--- config.mk ---
export PLATFORM = sky130hd
export DESIGN_NAME = multi_rate_tick_gen
export DESIGN_NICKNAME = d
export VERILOG_FILES = /design/src/rtl/tick_gen_pkg.sv /design/src/rtl/tick_accumulator.sv /design/src/rtl/multi_rate_tick_gen.sv
export SDC_FILE = /design/constraint.sdc
export NUM_CORES = 1
export LEC_CHECK = 0
export CAP_MARGIN = 25
export CORE_MARGIN = 4
export CORE_UTILIZATION = 36
export CTS_BUF_LIST = sky130_fd_sc_hd__clkbuf_4 sky130_fd_sc_hd__clkbuf_8
export DETAILED_ROUTE_END_ITERATION = 10
export PLACE_DENSITY = 0.62
export SKIP_CTS_REPAIR_TIMING = 1
export SYNTH_ARGS = -nofsm -noshare
export SYNTH_HDL_FRONTEND = slang
export SYNTH_SLANG_ARGS = --single-unit
--- constraint.sdc ---
create_clock -name clk_i -period 4.7 [get_ports clk_i]
set_clock_uncertainty 0.15 [all_clocks]
set_input_delay 0.94 -clock clk_i [delete_from_list [all_inputs] [get_ports clk_i]]
set_output_delay 0.94 -clock clk_i [all_outputs]
set_load 0.05 [all_outputs]
--- src/rtl/tick_gen_pkg.sv ---
// Shared constants, types and helpers for the multi-rate tick generator.
// Latency: n/a (package only).
// Backpressure: n/a (package only).
package tick_gen_pkg;

  localparam int CLK_FREQ_DEFAULT = 12_000_000;
  localparam int FS_DEFAULT       = 48_000;

  typedef enum logic {
    CFG_IDLE    = 1'b0,
    CFG_PENDING = 1'b1
  } cfg_state_e;

  // Wide enough for acc + rate with acc < clk_freq and rate < 2**rate_w.
  function automatic int acc_width(input longint clk_freq, input int rate_w);
    return $clog2(clk_freq + (longint'(1) << rate_w));
  endfunction

endpackage

--- src/rtl/tick_accumulator.sv ---
// One fractional-rate tick channel: phase accumulator, active/shadow rate, pending FSM.
// Latency: tick registered, one cycle after the wrap decision.
// Backpressure: load_vld is only honoured while idle; pending blocks further loads upstream.
module tick_accumulator
  import tick_gen_pkg::*;
#(
  parameter int CLK_FREQ  = CLK_FREQ_DEFAULT,
  parameter int RATE_W    = 20,
  parameter int ACC_W     = 24,
  parameter int RATE_INIT = FS_DEFAULT
) (
  input  logic              clk_i,
  input  logic              rst_i,
  input  logic              en_i,
  input  logic              sync_i,
  input  logic              load_vld,
  input  logic [RATE_W-1:0] load_rate,
  output logic              pending,
  output logic              tick
`ifdef TICK_PHASE_EN
  ,
  output logic [ACC_W-1:0]  acc_dat
`endif
);

  localparam logic [ACC_W-1:0]  CLK_A    = ACC_W'(CLK_FREQ);
  localparam logic [RATE_W-1:0] RATE_RST = RATE_W'(RATE_INIT);

  cfg_state_e        state_q, state_d;
  logic [RATE_W-1:0] rate_q, rate_d, shadow_q;
  logic [ACC_W-1:0]  acc_q, acc_d, sum;
  logic              tick_q, tick_d, wrap, apply;

  // Accumulator step in priority order: sync, hold, wrap, advance
  always_comb begin
    sum    = acc_q + ACC_W'(rate_q);
    wrap   = (sum >= CLK_A);
    acc_d  = acc_q;
    tick_d = 1'b0;
    apply  = 1'b0;
    if (sync_i) begin
      acc_d = '0;
      apply = 1'b1;
    end else if (!en_i) begin
      // No tick will come while stopped, so a pending rate lands right away.
      apply = 1'b1;
    end else if (wrap) begin
      tick_d = 1'b1;
      acc_d  = sum - CLK_A;
      apply  = 1'b1;
    end else begin
      acc_d = sum;
    end
  end

  // Pending FSM: a load made this cycle is only visible from next cycle,
  // so a load coinciding with a wrap or sync waits for the following event
  always_comb begin
    state_d = state_q;
    rate_d  = rate_q;
    case (state_q)
      CFG_IDLE: begin
        if (load_vld) state_d = CFG_PENDING;
      end
      CFG_PENDING: begin
        if (apply) begin
          state_d = CFG_IDLE;
          rate_d  = shadow_q;
        end
      end
      default: state_d = CFG_IDLE;
    endcase
  end

  // State, rate, shadow, accumulator and tick registers
  always_ff @(posedge clk_i or posedge rst_i) begin
    if (rst_i) begin
      state_q  <= CFG_IDLE;
      rate_q   <= RATE_RST;
      shadow_q <= RATE_RST;
      acc_q    <= '0;
      tick_q   <= 1'b0;
    end else begin
      state_q <= state_d;
      rate_q  <= rate_d;
      acc_q   <= acc_d;
      tick_q  <= tick_d;
      if (load_vld && state_q == CFG_IDLE) shadow_q <= load_rate;
    end
  end

  assign pending = (state_q == CFG_PENDING);
  assign tick    = tick_q;
`ifdef TICK_PHASE_EN
  assign acc_dat = acc_q;
`endif

endmodule

--- src/rtl/multi_rate_tick_gen.sv ---
// N_CH independent fractional-rate tick streams with runtime rate reprogramming.
// Latency: ticks one cycle after the wrap decision; cfg_err_o one cycle after a rejected accept.
// Backpressure: cfg_ready_o low while the addressed channel holds a pending rate. Option: TICK_PHASE_EN adds phase_o.
module multi_rate_tick_gen #(
  parameter int  CLK_FREQ   = tick_gen_pkg::CLK_FREQ_DEFAULT,
  parameter int  N_CH       = 2,
  parameter int  RATE_W     = 20,
  parameter int  FS_DEFAULT = tick_gen_pkg::FS_DEFAULT,
  localparam int CH_W       = (N_CH > 1) ? $clog2(N_CH) : 1,
  localparam int ACC_W      = tick_gen_pkg::acc_width(CLK_FREQ, RATE_W)
) (
  input  logic              clk_i,
  input  logic              rst_i,
  input  logic              en_i,
  input  logic              sync_i,
  input  logic              cfg_valid_i,
  output logic              cfg_ready_o,
  input  logic [CH_W-1:0]   cfg_ch_i,
  input  logic [RATE_W-1:0] cfg_rate_i,
  output logic              cfg_err_o,
  output logic [N_CH-1:0]   tick_o
`ifdef TICK_PHASE_EN
  ,
  output logic [N_CH*ACC_W-1:0] phase_o
`endif
);

  import tick_gen_pkg::*;

  logic [N_CH-1:0] pending;
  logic            cfg_ready, cfg_accept, cfg_ok, cfg_err_q;

  // Ready follows the addressed channel; unknown channels always accept so they can be rejected
  always_comb begin
    cfg_ready = 1'b1;
    for (int c = 0; c < N_CH; c++) begin
      if (cfg_ch_i == CH_W'(c)) cfg_ready = !pending[c];
    end
  end

  assign cfg_ready_o = cfg_ready;
  assign cfg_accept  = cfg_valid_i && cfg_ready;
  assign cfg_ok      = (cfg_rate_i != '0)
                    && (ACC_W'(cfg_rate_i) < ACC_W'(CLK_FREQ))
                    && (int'(cfg_ch_i) < N_CH);

  // Rejected requests still complete the handshake; flag them one cycle later
  always_ff @(posedge clk_i or posedge rst_i) begin
    if (rst_i) cfg_err_q <= 1'b0;
    else       cfg_err_q <= cfg_accept && !cfg_ok;
  end

  assign cfg_err_o = cfg_err_q;

  for (genvar c = 0; c < N_CH; c++) begin : g_ch
    tick_accumulator #(
      .CLK_FREQ  (CLK_FREQ),
      .RATE_W    (RATE_W),
      .ACC_W     (ACC_W),
      .RATE_INIT (FS_DEFAULT)
    ) u_acc (
      .clk_i     (clk_i),
      .rst_i     (rst_i),
      .en_i      (en_i),
      .sync_i    (sync_i),
      .load_vld  (cfg_accept && cfg_ok && (cfg_ch_i == CH_W'(c))),
      .load_rate (cfg_rate_i),
      .pending   (pending[c]),
      .tick      (tick_o[c])
`ifdef TICK_PHASE_EN
      ,
      .acc_dat   (phase_o[c*ACC_W +: ACC_W])
`endif
    );
  end

endmodule
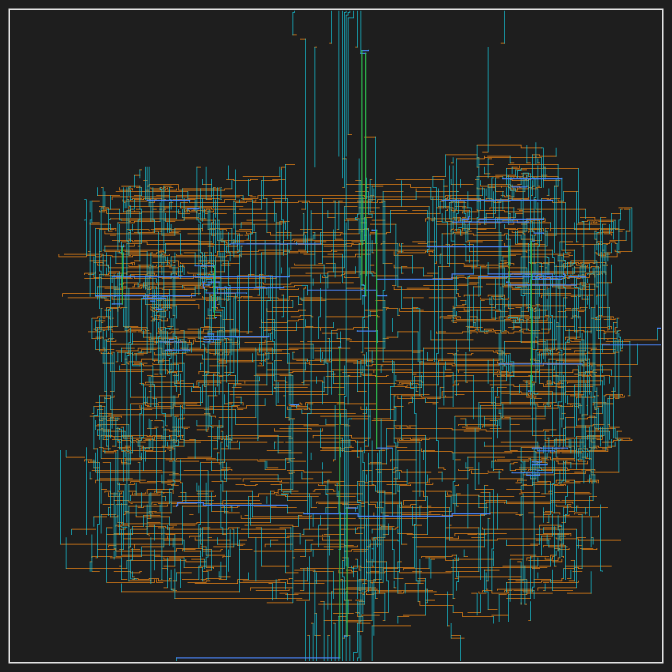
Fig. 1. Metal layers overlaid (run 1).
legend:
  metal 3:
    colour: blue
    wire_length: 618 microns
  metal 1:
    colour: orange
    wire_length: 9600 microns
  metal 4:
    colour: green
    wire_length: 356 microns
  metal 2:
    colour: cyan
    wire_length: 9260 microns
final WL: 19800 microns
WL/cell: 16.6 microns
Tot GR Track Use: 0.152

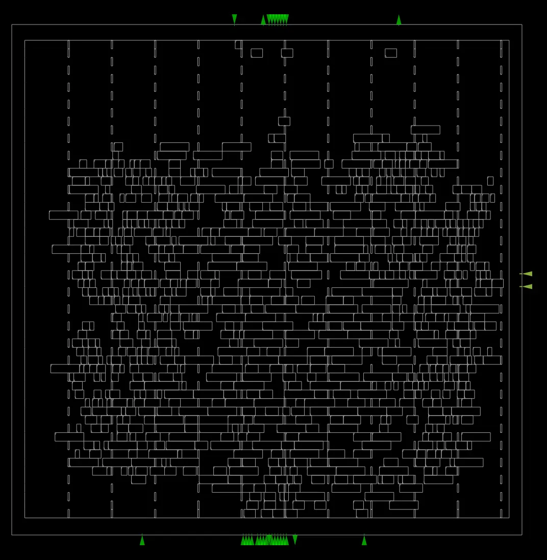
Fig. 2. Cell outlines without signal wires (run 1).
fin cells: 1195
num rows: 56

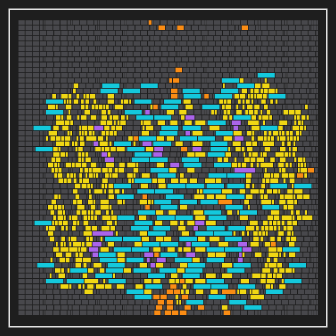
Fig. 3. Placement by cell class (run 1).
Fill, decap, tap and diode cells in grey.
legend:
  sequential cells:
    colour: cyan
    cells: 133
  remaining buffers and delay cells:
    colour: orange
    cells: 39
  clock drivers and dummy loads:
    colour: purple
    cells: 32
  combinational and other logic:
    colour: yellow
    cells: 671

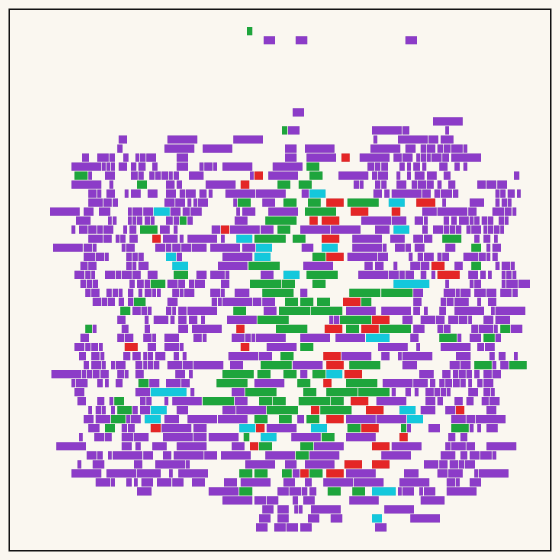
Fig. 4. Cells by drive strength (run 1).
legend:
  _0 and _1 cells:
    colour: purple
    cells: 712
    share: 81%
    most_used: dfrtp_1
  _6 and larger:
    colour: cyan
    cells: 24
    share: 2.7%
    most_used: clkbuf_8
  _3 and _4 cells:
    colour: red
    cells: 41
    share: 4.7%
    most_used: mux2_4
  _2 cells:
    colour: green
    cells: 98
    share: 11%
    most_used: mux2_2

==> impl_metrics.csv, run 1 <==
group,metric,value,unit
run_status,status,"finished clean",
global_route,gr-usage-met3,0.0253,
timing,finalSetupViolations,0,
worst_setup_path,crit_start,"g_ch[1].u_acc.acc_q[0]$_DFFE_PP0P_",
layout,drive_above_1_share,0.186,
pwr,worst_ir_drop_vdd,0.260,mV
clock_network,cts.path.max_buffers,2,
layout,final_area,9570,sq um
layout,signal_buffers,39,
layout,comb-cell-share,0.519,
layout,n_all_inverters,16,
worst_setup_path,cp_max_fo,12,
worst_setup_path,cp_slowest_stage_delay,430,ps
layout,regArea,3360,sq um
drt,drc,0,
drt,wl_met2,9260,microns
synth,ys_sh_mux,0.134,
floorplanning,core_area,23500,sq um
synth,yosysTopAreaCellShare,0.305,
layout,area_growth,10.9,%
worst_setup_path,crit_required,4860,ps
drt,viasPerCell,5.40,
synth,syn_area,8630,sq um
drt,final_antenna_net_count,0,
synth,adder_share,0.0656,
floorplanning,die_y,163,microns
layout,top_register,"g_ch.u_acc.acc_q",
timing,fin_crit,4200,ps
worst_hold_path,min_path_cells,1,
synth,fp_nets,922,
synth,synthCells,852,
synth,ys_ff,133,
drt,routed.top_layer,"met4",
timing,fmax,0.238,GHz
floorplanning,initial_core_util,0.366,
clock_network,cts_num_sinks,133,
drt,drt_first_iter_violations,380,
worst_setup_path,crit_slowest_cell,"a2111oi_2",
layout,logic_gate_count,655,
timing,holdWs,343,ps
layout,nNetsFinal,932,
floorplanning,die_w,163,microns
global_route,antenna_found_initial,1,
layout,n_antenna_cell,1,
synth,netlist_top_cells_count,"dfrtp_1, nor2_1, nand2_1",
global_route,grt_pass1_vias,6184,
layout,fill_cells,2340,
pwr,finalPower,0.00676,W
placement,pre_cts_slack,471,ps
clock_network,cts_tree,"yes",
pwr,leakage,4.08,nW
layout,largest_register_ffs,48,
layout,lay_top_cells,"dfrtp_1, nor2_1, nand2_1, a21oi_1, ha_1",
worst_hold_path,min_from,"g_ch[0].u_acc.shadow_q[2]$_DFFE_PP0P_",
pwr,pg_seq,0.00190,W
drt,wl_met3,618,microns
pwr,power_top_consumer,"combinational logic",
layout,seq_share,0.352,
synth,synth_stat.cells,852,
drt,vias,6455,
drt,met1_length,9600,microns
worst_setup_path,path_cells,"ha_1 > fa_1 > a21oi_1 > o22ai_2 > a211oi_1 > or2_1 > o311ai_1 > a2111oi_2 > a211o_1 > nand2_2 > a21boi_2 > buf_4 > mux2_1",
synth,yosysWarnings,0,
pwr,pg_clk,0.000978,W
worst_setup_path,r2r_start,"g_ch[1].u_acc.acc_q[0]$_DFFE_PP0P_",
clock_network,cts_root_buf,"clkbuf_8",
worst_setup_path,worstPathArrival,4360,ps
floorplanning,tap_cells,319,
synth,yosys.area.top_type,"dfrtp_1",
synth,ys_sh_simple,0.145,
worst_hold_path,hold_end,"g_ch[0].u_acc.rate_q[2]$_DFFE_PP0P_",
timing,setup_ws,496,ps
timing,slew_violations,0,
worst_setup_path,critPathLaunchType,"flip-flop",
layout,ff_count,133,
worst_setup_path,r2r_slack,500,ps
global_route,grt_use_met2,0.241,
worst_setup_path,crit_type,"reg2reg",
timing,worstMarginPinSlew,778,ps
layout,clock_buffers,24,
placement,routabilityCongestion,0.955,
synth,flop_cell,"dfrtp_1",
pwr,power_density,706,nW/um^2
worst_setup_path,crit_end,"g_ch[1].u_acc.rate_q[3]$_DFFE_PP0P_",
timing,slew-limit-headroom,0.481,
synth,syn_area_per_cell,10.1,sq um
synth,netlist_logic_family_top,"AND-OR/OR-AND gates",
drt,dr.pass1.iters,5,
layout,layout.nonclk_buf_frac,0.0398,
worst_setup_path,crit_cells,13,
floorplanning,dieArea,26500,sq um
pwr,pwr-share-seq,0.281,
synth,top_cells_by_area,"dfrtp_1, dfstp_2, ha_1",
layout,clk_share,0.0413,
layout,top_regs,"g_ch.u_acc.acc_q (48), g_ch.u_acc.rate_q (40), g_ch.u_acc.shadow_q (40)",
global_route,grt_use_met1,0.214,
synth,edf_count,0,
worst_setup_path,critical_path.endpoint_type,"flip-flop",
layout,combGateArea,4960,sq um
synth,synthXorXnorAreaFrac,0.0547,
pwr,switching_share,0.441,
run,cap_violations,0,
layout,area_dominant_class,"combinational gates",
pwr,p_comb_frac,0.574,
synth,aoi_share,0.174,
synth,yosysMostFrequentCell,"dfrtp_1",
timing,hold_violations,0,
placement,dp_hpwl,14600,microns
timing,rsz0062_at_grt,"no",
synth,ys_area,8630,sq um
layout,final_util,0.406,
placement,portBuffers,29,
placement,dp_cells,1162,
clock_network,h-tree-depth,4,
worst_setup_path,rr_endpoint,"g_ch[1].u_acc.rate_q[3]$_DFFE_PP0P_",
global_route,grt-busiest-layer,"met2",
worst_setup_path,critical_path_buf_inv_count,1,
global_route,grt_overflow_total,0,
pwr,powerComb,0.00388,W
timing,fin_crit_sh,0.894,
floorplanning,io_pins,30,
pwr,switching_power,0.00298,W
placement,placed_area,9170,sq um
clock_network,numCtsBuffers,17,
synth,async_flop_share,1.00,
timing,finalSetupTns,0,ps
layout,layout_top_cell,"dfrtp_1",
run,warnings,26,
clock_network,clk_pin_slew,90,ps
synth,ys_seq_frac,0.390,
global_route,grt_pass1_wl,32500,microns
synth,ys_types,87,
worst_setup_path,reg2reg_depth,13,
worst_hold_path,hp-class,"reg2reg",
worst_setup_path,crit_family,"AND-OR/OR-AND gates",
==> run 2: changes to the inputs <==
--- a/config.mk
+++ b/config.mk
@@ -9,6 +9,7 @@
 export CORE_MARGIN = 4
 export CORE_UTILIZATION = 36
 export CTS_BUF_LIST = sky130_fd_sc_hd__clkbuf_4 sky130_fd_sc_hd__clkbuf_8
+export CTS_CLUSTER_SIZE = 40
 export DETAILED_ROUTE_END_ITERATION = 10
 export PLACE_DENSITY = 0.62
 export SKIP_CTS_REPAIR_TIMING = 1
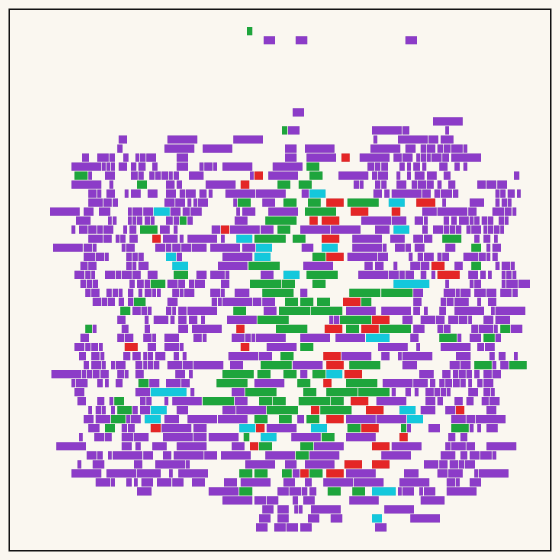
Fig. 5. Cells by drive strength (run 2).
legend:
  _2 cells:
    colour: green
    cells: 98
    share: 11%
    most_used: mux2_2
  _0 and _1 cells:
    colour: purple
    cells: 712
    share: 81%
    most_used: dfrtp_1
  _3 and _4 cells:
    colour: red
    cells: 41
    share: 4.7%
    most_used: mux2_4
  _6 and larger:
    colour: cyan
    cells: 24
    share: 2.7%
    most_used: clkbuf_8
Non-clk bufs: 39
Area Growth Syn to Fin: 10.9%
design area: 9570 sq um
worst setup margin: 496 ps

==> run 2 against run 1 <==
Register-to-register slack about the same. Flip-flop count is the same. Critical path depth unchanged. Die size is the same. Count of clock-buffer cells in the layout stayed put. Wire length stayed put. Area after synthesis is the same. Sequential share of layout area stayed put. Largest cell class unchanged. Cell area did not move.
==> impl_metrics.csv, run 2 <==
group,metric,value,unit
run_status,status,"finished clean",
floorplanning,io_pins,30,
drt,routed.top_layer,"met4",
timing,slew_violations,0,
layout,top_regs,"g_ch.u_acc.acc_q (48), g_ch.u_acc.rate_q (40), g_ch.u_acc.shadow_q (40)",
global_route,gr-usage-met3,0.0253,
synth,top_cells_by_area,"dfrtp_1, dfstp_2, ha_1",
pwr,switching_share,0.441,
drt,dr.pass1.iters,5,
worst_setup_path,crit_slowest_cell,"a2111oi_2",
floorplanning,dieArea,26500,sq um
pwr,finalPower,0.00676,W
layout,seq_share,0.352,
placement,pre_cts_slack,471,ps
global_route,grt_usage,0.152,
clock_network,cts_tree,"yes",
worst_setup_path,worstPathArrival,4360,ps
worst_setup_path,crit_family,"AND-OR/OR-AND gates",
synth,synthXorXnorAreaFrac,0.0547,
worst_hold_path,hp-class,"reg2reg",
worst_setup_path,r2r_start,"g_ch[1].u_acc.acc_q[0]$_DFFE_PP0P_",
worst_setup_path,r2r_slack,500,ps
timing,fmax,0.238,GHz
worst_setup_path,cp_slowest_stage_delay,430,ps
worst_setup_path,crit_cells,13,
layout,top_register,"g_ch.u_acc.acc_q",
pwr,pg_seq,0.00190,W
synth,netlist_logic_family_top,"AND-OR/OR-AND gates",
worst_setup_path,critical_path.endpoint_type,"flip-flop",
floorplanning,tap_cells,319,
worst_hold_path,min_from,"g_ch[0].u_acc.shadow_q[2]$_DFFE_PP0P_",
layout,fill_cells,2340,
synth,yosysTopAreaCellShare,0.305,
timing,worstMarginPinSlew,778,ps
pwr,pwr-share-seq,0.281,
global_route,grt_use_met2,0.241,
run,warnings,26,
synth,yosys.area.top_type,"dfrtp_1",
timing,finalSetupViolations,0,
layout,area_dominant_class,"combinational gates",
layout,finalNonFillerCells,1195,
drt,vias,6455,
synth,syn_area,8630,sq um
timing,finalSetupTns,0,ps
synth,ys_seq_frac,0.390,
layout,ff_count,133,
placement,routabilityCongestion,0.955,
timing,fin_crit_sh,0.894,
timing,holdWs,343,ps
layout,comb-cell-share,0.519,
drt,wl_met2,9260,microns
layout,n_all_inverters,16,
global_route,grt_pass1_wl,32500,microns
synth,netlist_top_cells_count,"dfrtp_1, nor2_1, nand2_1",
drt,wl_per_cell,16.6,microns
run,cap_violations,0,
layout,n_antenna_cell,1,
pwr,pg_clk,0.000978,W
drt,drc,0,
pwr,p_comb_frac,0.574,
worst_setup_path,critPathLaunchType,"flip-flop",
synth,flop_cell,"dfrtp_1",
layout,regArea,3360,sq um
clock_network,cts.path.max_buffers,2,
synth,adder_share,0.0656,
clock_network,h-tree-depth,4,
synth,fp_nets,922,
worst_setup_path,crit_end,"g_ch[1].u_acc.rate_q[3]$_DFFE_PP0P_",
clock_network,cts_num_sinks,133,
synth,ys_sh_simple,0.145,
global_route,grt_use_met1,0.214,
global_route,grt_overflow_total,0,
layout,logic_gate_count,655,
worst_setup_path,crit_type,"reg2reg",
pwr,power_top_consumer,"combinational logic",
synth,edf_count,0,
synth,ys_ff,133,
layout,final_util,0.406,
layout,largest_register_ffs,48,
global_route,grt_pass1_vias,6184,
clock_network,cts_root_buf,"clkbuf_8",
synth,yosysMostFrequentCell,"dfrtp_1",
floorplanning,die_w,163,microns
layout,layout.nonclk_buf_frac,0.0398,
timing,fin_crit,4200,ps
pwr,worst_ir_drop_vdd,0.260,mV
synth,yosysWarnings,0,
layout,drive_above_1_share,0.186,
worst_setup_path,reg2reg_depth,13,
layout,nNetsFinal,932,
No activity file was given, so power comes from the tool's default toggle rates.
